===== config.mk =====
export PLATFORM = sky130hd
export DESIGN_NAME = vedio_ser_flat
export DESIGN_NICKNAME = d
export VERILOG_FILES = /design/src/rtl/vedio_pkg.sv /design/src/rtl/vedio_ser_if.sv /design/src/rtl/vedio_ser_chk.sv /design/src/rtl/vedio_ser.sv /design/src/flat_wrapper.sv
export SDC_FILE = /design/constraint.sdc
export NUM_CORES = 1
export LEC_CHECK = 0
export CORE_MARGIN = 10
export CORE_UTILIZATION = 50
export DETAILED_ROUTE_END_ITERATION = 6
export PLACE_DENSITY = 0.76
export SLEW_MARGIN = 20
export SYNTH_ARGS = -nofsm -noshare
export SYNTH_HDL_FRONTEND = slang
export SYNTH_SLANG_ARGS = --single-unit

===== constraint.sdc =====
create_clock -name src_pclk -period 2.65 [get_ports src_pclk]
set_input_delay 0.53 -clock src_pclk [delete_from_list [all_inputs] [get_ports src_pclk]]
set_output_delay 0.53 -clock src_pclk [all_outputs]
set_load 0.02 [all_outputs]

===== src/rtl/vedio_pkg.sv =====
// Shared defaults for the video capture/serializer/generator blocks.
// Counter widths are derived with cnt_w() so every block sizes x, y and cnt_ch the same way.
package vedio_pkg;

  localparam int IW_DEF      = 640;
  localparam int IH_DEF      = 480;
  localparam int SRC_DW_DEF  = 8;
  localparam int SRC_CHN_DEF = 3;
  localparam int CAP_DW_DEF  = SRC_DW_DEF * SRC_CHN_DEF;

  // Bits needed to hold values 0..n-1, never less than one bit.
  function automatic int cnt_w(input int n);
    return (n > 1) ? $clog2(n) : 1;
  endfunction

  localparam int X_W_DEF  = cnt_w(IW_DEF + 1);
  localparam int Y_W_DEF  = cnt_w(IH_DEF);
  localparam int CH_W_DEF = cnt_w(SRC_CHN_DEF);

endpackage


===== src/rtl/vedio_ser_if.sv =====
// Pixel-in / byte-out stream bundle of the video serializer.
interface vedio_ser_if #(
  parameter int SRC_DW = vedio_pkg::SRC_DW_DEF,
  parameter int CAP_DW = vedio_pkg::CAP_DW_DEF
);

  // No back-pressure: a pixel is taken on every src_pclk edge where cap_valid and
  // cap_hsync are both high; the byte side is a free-running one-byte-per-clock stream.
  logic              cap_hsync;
  logic              cap_vsync;
  logic              cap_valid;
  logic [CAP_DW-1:0] cap_data;
  logic              src_hsync;
  logic              src_vsync;
  logic [SRC_DW-1:0] src_data_out;

  modport master (
    output cap_hsync, cap_vsync, cap_valid, cap_data,
    input  src_hsync, src_vsync, src_data_out
  );

  modport slave (
    input  cap_hsync, cap_vsync, cap_valid, cap_data,
    output src_hsync, src_vsync, src_data_out
  );

endinterface


===== src/rtl/vedio_ser_chk.sv =====
// Protocol checker for vedio_ser: early valid, underrun, line length and line count errors.
// Only instantiated when VEDIO_SER_CHK_EN is defined.
module vedio_ser_chk
  import vedio_pkg::*;
#(
  parameter int IW      = IW_DEF,
  parameter int IH      = IH_DEF,
  parameter int SRC_CHN = SRC_CHN_DEF
) (
  input  logic clk,
  input  logic rst_n,
  input  logic load,
  input  logic line_act,
  input  logic hs_fall,
  input  logic vs_rise,
  output logic err_flag
);

  localparam int GW = cnt_w(SRC_CHN);
  localparam int XW = cnt_w(IW + 1);
  localparam int LW = cnt_w(IH + 1);
  localparam logic [GW-1:0] GAP_LAST = GW'(SRC_CHN - 1);

  logic [GW-1:0] gap;
  logic          pend;
  logic [XW-1:0] x;
  logic [LW-1:0] lines;
  logic          seen;
  logic          early, underrun, bad_len, bad_cnt;

  // gap counts clocks since the last accepted pixel; the next one is due when gap hits GAP_LAST.
  assign early    = load & pend & (gap < GAP_LAST);
  assign underrun = line_act & ~load & pend & (gap == GAP_LAST);
  assign bad_len  = hs_fall & (x != XW'(IW));
  assign bad_cnt  = vs_rise & seen & (lines != LW'(IH));

  always_ff @(posedge clk or negedge rst_n) begin
    if (!rst_n) begin
      gap      <= '0;
      pend     <= 1'b0;
      x        <= '0;
      lines    <= '0;
      seen     <= 1'b0;
      err_flag <= 1'b0;
    end else begin
      err_flag <= err_flag | early | underrun | bad_len | bad_cnt;

      if (load) begin
        pend <= 1'b1;
        gap  <= '0;
      end else if (hs_fall || vs_rise || underrun) begin
        pend <= 1'b0;
      end else if (gap < GAP_LAST) begin
        gap <= gap + 1'b1;
      end

      if (vs_rise || hs_fall) begin
        x <= '0;
      end else if (load && x != XW'(IW)) begin
        x <= x + 1'b1;
      end

      if (vs_rise) begin
        lines <= '0;
        seen  <= 1'b1;
      end else if (hs_fall && lines != {LW{1'b1}}) begin
        lines <= lines + 1'b1;
      end
    end
  end

endmodule


===== src/rtl/vedio_ser.sv =====
// Video serializer: RGB pixel words in, one channel byte per clock out, syncs delayed by one clock.
// Optional protocol checker is built when VEDIO_SER_CHK_EN is defined; otherwise err_flag is 0.
module vedio_ser
  import vedio_pkg::*;
#(
  parameter int IW        = IW_DEF,
  parameter int IH        = IH_DEF,
  parameter int SRC_DW    = SRC_DW_DEF,
  parameter int SRC_CHN   = SRC_CHN_DEF,
  parameter int CAP_DW    = CAP_DW_DEF,
  parameter int MSB_FIRST = 1
) (
  input  logic        src_pclk,
  input  logic        rst_n,
  vedio_ser_if.slave  bus,
  output logic        frame_done,
  output logic        err_flag
);

  localparam int CW = cnt_w(SRC_CHN);
  localparam int YW = cnt_w(IH);
  localparam logic [CW-1:0] CH_LAST = CW'(SRC_CHN - 1);

  if (CAP_DW != SRC_DW * SRC_CHN || SRC_CHN < 1 || SRC_CHN > 4 || IW < 1 || IH < 1) begin : g_cfg_err
    $error("vedio_ser: inconsistent parameter set");
  end

  logic              cap_hs_d;
  logic              cap_vs_d;
  logic              active;
  logic [CAP_DW-1:0] shreg;
  logic [CW-1:0]     cnt_ch;
  logic [YW-1:0]     y;
  logic              vs_rise, hs_fall, run, load;

  // After reset nothing is emitted until the first frame start; the rising edge itself counts.
  assign vs_rise = bus.cap_vsync & ~cap_vs_d;
  assign hs_fall = ~bus.cap_hsync & cap_hs_d;
  assign run     = active | vs_rise;
  assign load    = run & bus.cap_hsync & bus.cap_valid;

  function automatic logic [SRC_DW-1:0] chan(input logic [CAP_DW-1:0] w, input int k);
    logic [CAP_DW-1:0] t;
    int                idx;
    idx = (MSB_FIRST != 0) ? (SRC_CHN - 1 - k) : k;
    t   = w >> (idx * SRC_DW);
    return t[SRC_DW-1:0];
  endfunction

  always_ff @(posedge src_pclk or negedge rst_n) begin
    if (!rst_n) begin
      cap_hs_d         <= 1'b0;
      cap_vs_d         <= 1'b0;
      active           <= 1'b0;
      shreg            <= '0;
      cnt_ch           <= '0;
      y                <= '0;
      frame_done       <= 1'b0;
      bus.src_hsync    <= 1'b0;
      bus.src_vsync    <= 1'b0;
      bus.src_data_out <= '0;
    end else begin
      cap_hs_d      <= bus.cap_hsync;
      cap_vs_d      <= bus.cap_vsync;
      bus.src_vsync <= bus.cap_vsync;
      bus.src_hsync <= bus.cap_hsync & run;
      if (vs_rise) active <= 1'b1;

      // The output hsync falls on the cycle after hs_fall, which is exactly when this pulses.
      frame_done <= run & hs_fall & ~vs_rise & (y == YW'(IH - 1));

      // A new pixel always wins, even if the previous one still has bytes left.
      if (load) begin
        shreg            <= bus.cap_data;
        cnt_ch           <= '0;
        bus.src_data_out <= chan(bus.cap_data, 0);
      end else if (!bus.cap_hsync || !run) begin
        cnt_ch           <= CH_LAST;
        bus.src_data_out <= '0;
      end else if (cnt_ch < CH_LAST) begin
        cnt_ch           <= cnt_ch + 1'b1;
        bus.src_data_out <= chan(shreg, int'(cnt_ch) + 1);
      end else begin
        bus.src_data_out <= '0;
      end

      if (vs_rise) begin
        y <= '0;
      end else if (run && hs_fall) begin
        y <= (y == YW'(IH - 1)) ? '0 : y + 1'b1;
      end
    end
  end

`ifdef VEDIO_SER_CHK_EN
  vedio_ser_chk #(
    .IW      (IW),
    .IH      (IH),
    .SRC_CHN (SRC_CHN)
  ) u_chk (
    .clk      (src_pclk),
    .rst_n    (rst_n),
    .load     (load),
    .line_act (run & bus.cap_hsync),
    .hs_fall  (run & hs_fall & ~vs_rise),
    .vs_rise  (vs_rise),
    .err_flag (err_flag)
  );
`else
  assign err_flag = 1'b0;
`endif

endmodule

===== src/flat_wrapper.sv =====
// flat-port wrapper written by rule: the top's interface ports become plain ports
module vedio_ser_flat import vedio_pkg::*;
#(
  parameter int IW        = IW_DEF,
  parameter int IH        = IH_DEF,
  parameter int SRC_DW    = SRC_DW_DEF,
  parameter int SRC_CHN   = SRC_CHN_DEF,
  parameter int CAP_DW    = CAP_DW_DEF,
  parameter int MSB_FIRST = 1
)
  (src_pclk, rst_n, frame_done, err_flag, bus_cap_hsync, bus_cap_vsync, bus_cap_valid, bus_cap_data, bus_src_hsync, bus_src_vsync, bus_src_data_out);
  vedio_ser_if #(.SRC_DW(SRC_DW), .CAP_DW(CAP_DW)) bus_i ();
  input  logic src_pclk;
  input  logic rst_n;
  output logic frame_done;
  output logic err_flag;
  input wire logic [$bits(bus_i.cap_hsync)-1:0] bus_cap_hsync;
  input wire logic [$bits(bus_i.cap_vsync)-1:0] bus_cap_vsync;
  input wire logic [$bits(bus_i.cap_valid)-1:0] bus_cap_valid;
  input wire logic [$bits(bus_i.cap_data)-1:0] bus_cap_data;
  output wire logic [$bits(bus_i.src_hsync)-1:0] bus_src_hsync;
  output wire logic [$bits(bus_i.src_vsync)-1:0] bus_src_vsync;
  output wire logic [$bits(bus_i.src_data_out)-1:0] bus_src_data_out;
  assign bus_i.cap_hsync = bus_cap_hsync;
  assign bus_i.cap_vsync = bus_cap_vsync;
  assign bus_i.cap_valid = bus_cap_valid;
  assign bus_i.cap_data = bus_cap_data;
  assign bus_src_hsync = bus_i.src_hsync;
  assign bus_src_vsync = bus_i.src_vsync;
  assign bus_src_data_out = bus_i.src_data_out;
  vedio_ser #(.IW(IW), .IH(IH), .SRC_DW(SRC_DW), .SRC_CHN(SRC_CHN), .CAP_DW(CAP_DW), .MSB_FIRST(MSB_FIRST)) u_core (.src_pclk(src_pclk), .rst_n(rst_n), .bus(bus_i), .frame_done(frame_done), .err_flag(err_flag));
endmodule

### Wires at chosen ports, followed through buffers

Bar = 20 um.
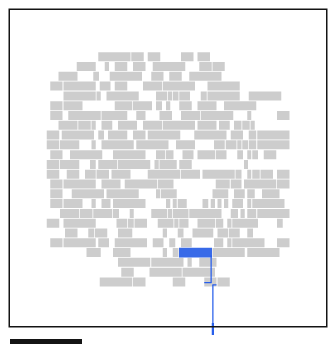
port	colour	bits	direction	edge	end cells	buffers	wire
bus_src_hsync	blue	1	output	bottom	1	1	21.3 um
Port Buf Inserts: 39
total I/O pin count: 41

### Where the registers sit

Other sequential cells in the stronger grey, the rest of the logic in the fainter grey.
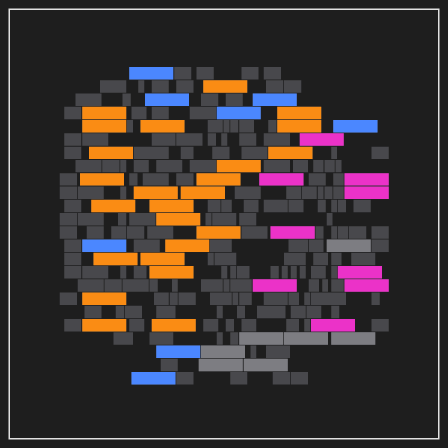
name in the netlist	colour	flops
u_core.bus.src_data_out	blue	8
u_core.shreg	orange	24
u_core.y	magenta	9
not coloured	7
P_seq: 0.851 mW
Final Core Density: 63.7%
Flop area: 0.00120 mm^2
fraction of area in registers: 42.7%

### Met1 routing

Supply wires on this layer in grey. Cells faint in the background.
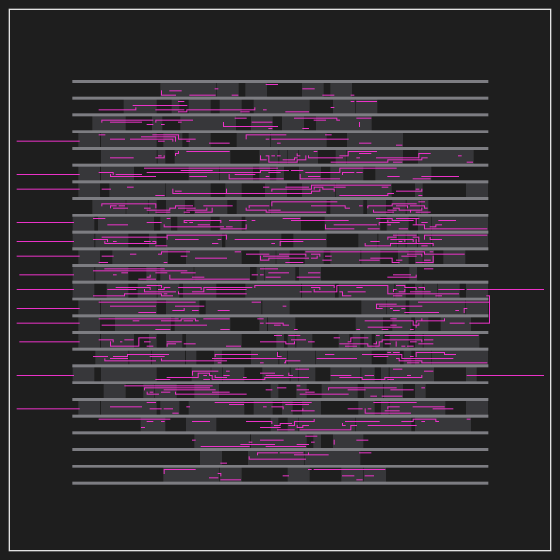
nets with wire on the layer	233
share of all routed wire	45%
main direction	horizontal
wire length on this layer	1920 um
met1 Use GR: 14.7%
via count of the routed design: 1471
detailed-route wire length: 4.27 mm

### Routing congestion map

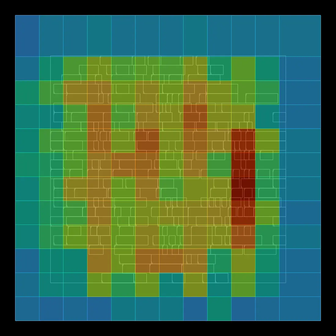
Global Route met2 Usage: 18.5%
wire length per cell after detailed routing: 15.7 um

### Signal wires on met2

Cells faint in the background.
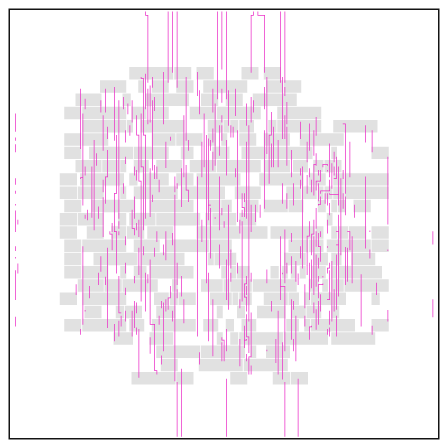
main direction	vertical
share of all routed wire	47%
wire length on this layer	2000 um

==> notes.md <==
Implementation summary

The flow ran to the end, and the final reports show no timing, DRC or antenna violations. Traced cell by cell, the critical path runs through clkinv_1 -> ha_1 -> nor2_1 -> nand2_1 -> o21ai_0 -> a22o_1. The level count of the clock H-tree is 2. The dominant logic cell type in the layout is sky130_fd_sc_hd__dfrtp_1. The transition time recorded at the tightest slew-check pin is 0.571 ns. The total tool warning count is 29.

In this run the worst setup path terminates at u_core.bus.src_data_out[5]. Combinational cells account for 18.0% of the total power. The cell with the largest stage delay on the worst path is sky130_fd_sc_hd__ha_1. The final layout contains a sequential cell count of 48. The synthesized netlist cell count is 174. For met3 alone, demand over resource in global routing was 4.27%. The script extracted a net switching power of 0.386 mW. The flow reports power dissipated in combinational cells as 0.284 mW. The count of plain and timing-repair buffers in the layout is 45. The kind of launch point of the worst setup path is a register.

The power share of the sequential group is 54.0%. The antenna cell count is 0. Across all register-to-register paths, the minimum setup slack is 0.45 ns. Before antenna repair, the detailed router went through 4 iterations. The post-synthesis instance area is 0.00230 mm^2.

The root buffer selected by CTS is sky130_fd_sc_hd__clkbuf_8. The worst setup slack after layout is 0.450 ns. The synthesized netlist net count is 209. The yosys stat cell total is 174.

For reference, the most critical setup path is categorized as register to register. In the final design database the tool counted 254 nets. The synthesized design spends more area on one cell type than any other, namely sky130_fd_sc_hd__dfrtp_1. The required time at the endpoint of the critical path is 2.89 ns. The max-slew violation count is 0.

The count of non-filler cells in the finished layout is 272. The number of global-route vias before repair is 1546. Per the post-CTS timing run, clock transition at the registers of the reported paths is 0.08 ns.

The share of the final layout cell area in multi-input gates is 35.2%. Clock cells make up 3.29% of the layout cell area. The final layout report lists a non-clock inverter count of 5. The overall die size recorded for this design is 0.00771 mm^2. On the critical path the data arrives at 2.44 ns. The relative area of non-clock buffer cells in the final design is 15.8%. Hold timing on the final database bottoms out at a slack of 0.160 ns. The minimum setup slack after placement is 0.264 ns. A synthesized cell averages 13.2 um^2.

The number of buffers created by CTS is 5. The first global-routing pass estimated 7.33 mm of wire. The count of multi-input gates is 114.

In the final run the clock tree shows a worst skew of 0.00789 ns. The design area is 0.00281 mm^2. The time the worst path needs with I/O delays and setup is 2.20 ns. Between the synthesized netlist and the finished layout, the area growth was recorded as 22.4%. Note, the detailed placer reported a final HPWL of 3.17 mm.

The proportion of layout cells with a drive suffix above 1 is 20.9%. The flow inserted 52 tap cells. The number of max-capacitance violations reported is 0. The total number of cells along the worst setup path is 6. The delay of the slowest cell on the worst path is 0.51 ns. The post-CTS hold buffer count recorded in the log is 0. The dominant synthesized flop cell is sky130_fd_sc_hd__dfrtp_1.

For this run, the number of Yosys warnings is 0. The placed instance area is 0.00272 mm^2. Counting the fill cells in the layout gives 350. The number of DRC violations after detailed-routing iteration 0 is 85.

Recorded from the global router log, the overflow total was 0. The peak fanout along the critical path is 11. The clock insertion delay at the later pin of the skew report is 0.30 ns. The highest metal layer with signal wires is met4. Per the cell usage report, the commonest logic cells after layout are sky130_fd_sc_hd__dfrtp_1, sky130_fd_sc_hd__clkdlybuf4s50_1, sky130_fd_sc_hd__mux2_4. The clock tree has to reach 48 sinks. In this run, the synthesized area fraction spent on adder and majority cells is recorded as 3.27%. The parity-gate share of the synthesized area counting xor and xnor cells is 1.91%. The first element of the critical path is u_core.cnt_ch[0]. The internal portion of total power is 1.19 mW. The simple-gate area share of the yosys netlist is 8.61%. The number of antenna violations at the first check in global routing is 0. By count the netlist is led by sky130_fd_sc_hd__dfrtp_1, sky130_fd_sc_hd__mux2_4, sky130_fd_sc_hd__nand2_1. For the clock group, total power comes out at 0.440 mW.

The script extracted a total leakage power of 1.29 nW. Entering global routing, the biggest net connects 29 pins. The report puts the cell count of the worst reg-to-reg path at 6. The detailed router reports a met2 wire length of 2.00 mm.

Setup repair after global routing left no endpoint under its margin. Wire segments on met3 add up to 249 um in the final route. The Yosys chip area is 0.00230 mm^2.

The largest cell class by area is sequential cells. In this run the power density over the cells is 560 mW/mm^2. For reference, the final report shows the hold violation count at 0.
No activity file was given, so power comes from the tool's default toggle rates.
